File: src/rtl/period_meter_if.sv
// Handshake bundle between period_meter and its consumer.
// PERIOD_METER_HIGH_TIME_EN adds the high_time result field.
interface period_meter_if #(
    parameter int CNT_W = 32
);
    logic             start;
    logic             ack;
    logic             busy;
    logic             valid;
    logic             overflow;
    logic [CNT_W-1:0] period;
`ifdef PERIOD_METER_HIGH_TIME_EN
    logic [CNT_W-1:0] high_time;

    modport master (output start, ack, input busy, valid, overflow, period, high_time);
    modport slave  (input start, ack, output busy, valid, overflow, period, high_time);
`else
    modport master (output start, ack, input busy, valid, overflow, period);
    modport slave  (input start, ack, output busy, valid, overflow, period);
`endif
endinterface

File: src/rtl/period_meter.sv
// Measures the period of an asynchronous signal in clk cycles, rising edge to rising edge.
// Define PERIOD_METER_HIGH_TIME_EN to also measure the high time within that period.
module period_meter #(
    parameter int CNT_W       = 32,
    parameter int SYNC_STAGES = 2
) (
    input  logic clk,
    input  logic reset,
    input  logic sig_in,
    period_meter_if.slave bus
);
    typedef enum logic [1:0] {IDLE, ARM, MEASURE, DONE} state_t;

    localparam logic [CNT_W-1:0] ALL_ONES = '1;
    localparam logic [CNT_W-1:0] ONE      = CNT_W'(1);

    function automatic logic [CNT_W-1:0] sat_inc(input logic [CNT_W-1:0] v);
        return (v == ALL_ONES) ? v : v + ONE;
    endfunction

    state_t                 state;
    logic [SYNC_STAGES-1:0] sync_p;
    logic                   sig_d;
    logic                   sig_s;
    logic                   rise;
    logic [CNT_W-1:0]       cnt;
    logic [CNT_W-1:0]       period_r;
    logic                   overflow_r;
    logic                   busy_r;
    logic                   valid_r;
`ifdef PERIOD_METER_HIGH_TIME_EN
    logic [CNT_W-1:0]       hcnt;
    logic [CNT_W-1:0]       high_time_r;
`endif

    // Only the last synchronizer stage and its delayed copy feed edge detection.
    assign sig_s = sync_p[SYNC_STAGES-1];
    assign rise  = sig_s & ~sig_d;

    always_ff @(posedge clk) begin
        if (reset) begin
            state      <= IDLE;
            sync_p     <= '0;
            sig_d      <= 1'b0;
            cnt        <= '0;
            period_r   <= '0;
            overflow_r <= 1'b0;
            busy_r     <= 1'b0;
            valid_r    <= 1'b0;
`ifdef PERIOD_METER_HIGH_TIME_EN
            hcnt        <= '0;
            high_time_r <= '0;
`endif
        end else begin
            sync_p <= {sync_p[SYNC_STAGES-2:0], sig_in};
            sig_d  <= sig_s;
            case (state)
                IDLE: begin
                    if (bus.start) begin
                        state  <= ARM;
                        busy_r <= 1'b1;
                    end
                end
                ARM: begin
                    if (rise) begin
                        state <= MEASURE;
                        cnt   <= '0;
`ifdef PERIOD_METER_HIGH_TIME_EN
                        // The edge cycle itself is high, so it starts the count at 1.
                        hcnt  <= ONE;
`endif
                    end
                end
                MEASURE: begin
                    if (rise) begin
                        state      <= DONE;
                        period_r   <= cnt + ONE;
                        overflow_r <= 1'b0;
                        busy_r     <= 1'b0;
                        valid_r    <= 1'b1;
`ifdef PERIOD_METER_HIGH_TIME_EN
                        high_time_r <= hcnt;
`endif
                    end else if (cnt == ALL_ONES) begin
                        state      <= DONE;
                        period_r   <= ALL_ONES;
                        overflow_r <= 1'b1;
                        busy_r     <= 1'b0;
                        valid_r    <= 1'b1;
`ifdef PERIOD_METER_HIGH_TIME_EN
                        high_time_r <= sig_s ? sat_inc(hcnt) : hcnt;
`endif
                    end else begin
                        cnt <= cnt + ONE;
`ifdef PERIOD_METER_HIGH_TIME_EN
                        if (sig_s) hcnt <= sat_inc(hcnt);
`endif
                    end
                end
                DONE: begin
                    if (bus.ack) begin
                        state   <= IDLE;
                        valid_r <= 1'b0;
                    end
                end
                default: begin
                    state   <= IDLE;
                    busy_r  <= 1'b0;
                    valid_r <= 1'b0;
                end
            endcase
        end
    end

    assign bus.busy     = busy_r;
    assign bus.valid    = valid_r;
    assign bus.period   = period_r;
    assign bus.overflow = overflow_r;
`ifdef PERIOD_METER_HIGH_TIME_EN
    assign bus.high_time = high_time_r;
`endif
endmodule

File: src/flat_wrapper.sv
// flat-port wrapper written by rule: the top's interface ports become plain ports
module period_meter_flat 
#(
    parameter int CNT_W       = 32,
    parameter int SYNC_STAGES = 2
)
  (clk, reset, sig_in, bus_start, bus_ack, bus_busy, bus_valid, bus_overflow, bus_period);
  period_meter_if #(.CNT_W(CNT_W)) bus_i ();
  input  logic clk;
  input  logic reset;
  input  logic sig_in;
  input wire logic [$bits(bus_i.start)-1:0] bus_start;
  input wire logic [$bits(bus_i.ack)-1:0] bus_ack;
  output wire logic [$bits(bus_i.busy)-1:0] bus_busy;
  output wire logic [$bits(bus_i.valid)-1:0] bus_valid;
  output wire logic [$bits(bus_i.overflow)-1:0] bus_overflow;
  output wire logic [$bits(bus_i.period)-1:0] bus_period;
  assign bus_i.start = bus_start;
  assign bus_i.ack = bus_ack;
  assign bus_busy = bus_i.busy;
  assign bus_valid = bus_i.valid;
  assign bus_overflow = bus_i.overflow;
  assign bus_period = bus_i.period;
  period_meter #(.CNT_W(CNT_W), .SYNC_STAGES(SYNC_STAGES)) u_core (.clk(clk), .reset(reset), .sig_in(sig_in), .bus(bus_i));
endmodule
File: config.mk
export PLATFORM = sky130hd
export DESIGN_NAME = period_meter_flat
export DESIGN_NICKNAME = d
export VERILOG_FILES = /design/src/rtl/period_meter_if.sv /design/src/rtl/period_meter.sv /design/src/flat_wrapper.sv
export SDC_FILE = /design/constraint.sdc
export NUM_CORES = 1
export LEC_CHECK = 0
export CORE_ASPECT_RATIO = 1.2
export CORE_UTILIZATION = 56
export DETAILED_ROUTE_END_ITERATION = 10
export DONT_BUFFER_PORTS = 1
export MAX_ROUTING_LAYER = met4
export PLACE_DENSITY = 0.71
export SETUP_SLACK_MARGIN = 0.15
export SKIP_LAST_GASP = 1
export SLEW_MARGIN = 20
export SYNTH_ARGS = -nofsm -noshare
export SYNTH_HDL_FRONTEND = slang
export SYNTH_SLANG_ARGS = --single-unit
File: constraint.sdc
create_clock -name clk -period 3 [get_ports clk]
set_input_delay 0.45 -clock clk [delete_from_list [all_inputs] [get_ports clk]]
set_output_delay 0.45 -clock clk [all_outputs]
set_load 0.05 [all_outputs]
==> results_slide.txt <==
Implementation Results

Pwr
  – Seq. pwr: 1.14 mW
  – Portion of total power attributed to sequential cells: 0.485
  – Internal power: 1.65 mW
  – Fraction of power consumed by the clock network: 0.353

Global routing
  – Remaining global-route overflow: 0
  – Number of antenna violations at the first check in global routing: 0

Critical path
  – Startpoint kind of the worst setup timing path: flop
  – Cell depth of the worst flop-to-flop path: 5
  – Largest fanout on the critical path: 6

STA
  – Worst Tran Pin Value: 607 ps
  – Final sum of negative setup slack: 0 ps

Floorplan
  – CORE AREA: 0.00641 sq mm
  – Die ar.: 0.00694 sq mm

Placement
  – Total cell area at the placement stage: 0.00373 sq mm
  – Worst slack at placement: 691 ps
  – Number of port buffers: 0
  – Global placement routability congestion: 0.879

Outcome
  – Run status: finished, final reports clean

Finish
  – Most frequent cells in the layout: 72 x sky130_fd_sc_hd__dfxtp_1, 41 x sky130_fd_sc_hd__nor3_1, 28 x sky130_fd_sc_hd__nand3_1, 24 x sky130_fd_sc_hd__a211oi_1, 21 x sky130_fd_sc_hd__nand2_1
  – Cell class ranked first by area: combinational gates
  – Layout clock buffer count: 13

Logic synthesis
  – Adder Area Share: 0.0203

Clocking
  – CTS tree: yes

Routing
  – Met3 wirelength from detailed routing: 383 um
## critical path: stages (launching register included)
cell and delay (ps):
sky130_fd_sc_hd__dfxtp_1 450, sky130_fd_sc_hd__nand4_2 190, sky130_fd_sc_hd__or4_4 610, sky130_fd_sc_hd__or4_1 610, sky130_fd_sc_hd__xnor2_1 160, sky130_fd_sc_hd__a221oi_1 230
## synth_stat cells, types with 10 or more instances
master | n | share of area
sky130_fd_sc_hd__xnor2_1 | 16 | 0.038
sky130_fd_sc_hd__nand4_1 | 11 | 0.019
sky130_fd_sc_hd__buf_2 | 11 | 0.015
sky130_fd_sc_hd__inv_1 | 16 | 0.016
sky130_fd_sc_hd__xor2_1 | 11 | 0.026
sky130_fd_sc_hd__nor3_1 | 41 | 0.055
sky130_fd_sc_hd__clkbuf_1 | 24 | 0.024
sky130_fd_sc_hd__and3_1 | 10 | 0.017
sky130_fd_sc_hd__nand2_1 | 21 | 0.021
sky130_fd_sc_hd__nand3_1 | 28 | 0.038
sky130_fd_sc_hd__dfxtp_1 | 72 | 0.39
sky130_fd_sc_hd__a211oi_1 | 24 | 0.049
sky130_fd_sc_hd__nor2_1 | 13 | 0.013
## how the worst max path moves through the flow
stage	from	end	slack [ps]	cells after the start
2_1_floorplan	u_core.cnt[20]	u_core.bus.period[31]	870	5
3_3_place_gp	u_core.cnt[18]	u_core.bus.period[31]	730	5
3_5_place_dp	u_core.cnt[0]	u_core.bus.period[30]	690	6
4_1_cts	u_core.cnt[18]	u_core.bus.period[31]	630	5
5_1_grt	u_core.cnt[18]	u_core.cnt[26]	430	6
6_report	u_core.cnt[18]	u_core.bus.period[31]	630	5
### The metal 4 layer

Scale bar: 20 um.
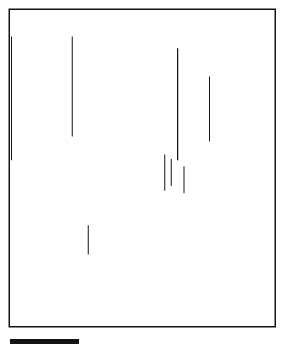
The wires run mostly vertical. 6 nets have wire on it. The layer carries 148 um of wire. The longest straight run is 35.4 um. The layer holds 1.7% of the routed length.
total via count after detailed routing: 3,120
routed wire length: 8500 um

### Metal layers overlaid

Scale bar: 20 um.
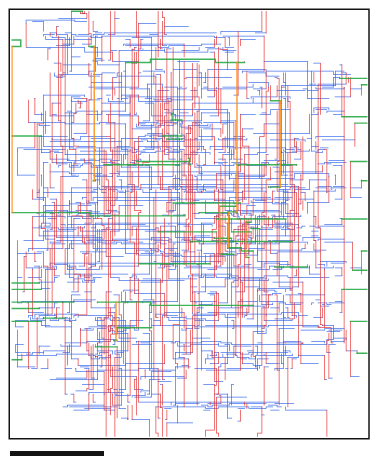
Red stands for M2, wire length 4,150 um. Orange stands for M4, wire length 148 um. Blue stands for M1, wire length 3,810 um. Green stands for M3, wire length 384 um.
Tot GR Track Use: 0.269
average wire per cell in the routed design: 16.9 um

### Cell placement

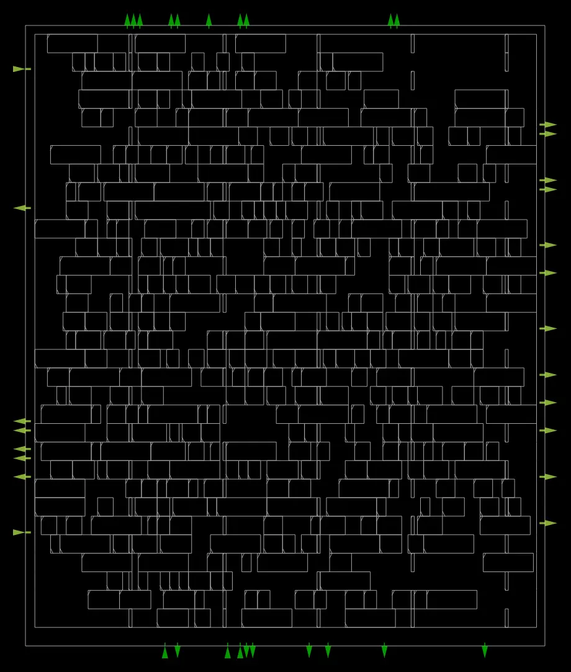
# Taps: 85
register share of the cell area: 0.365
fill cell total of the finished layout: 579

No activity file was given, so power comes from the tool's default toggle rates.
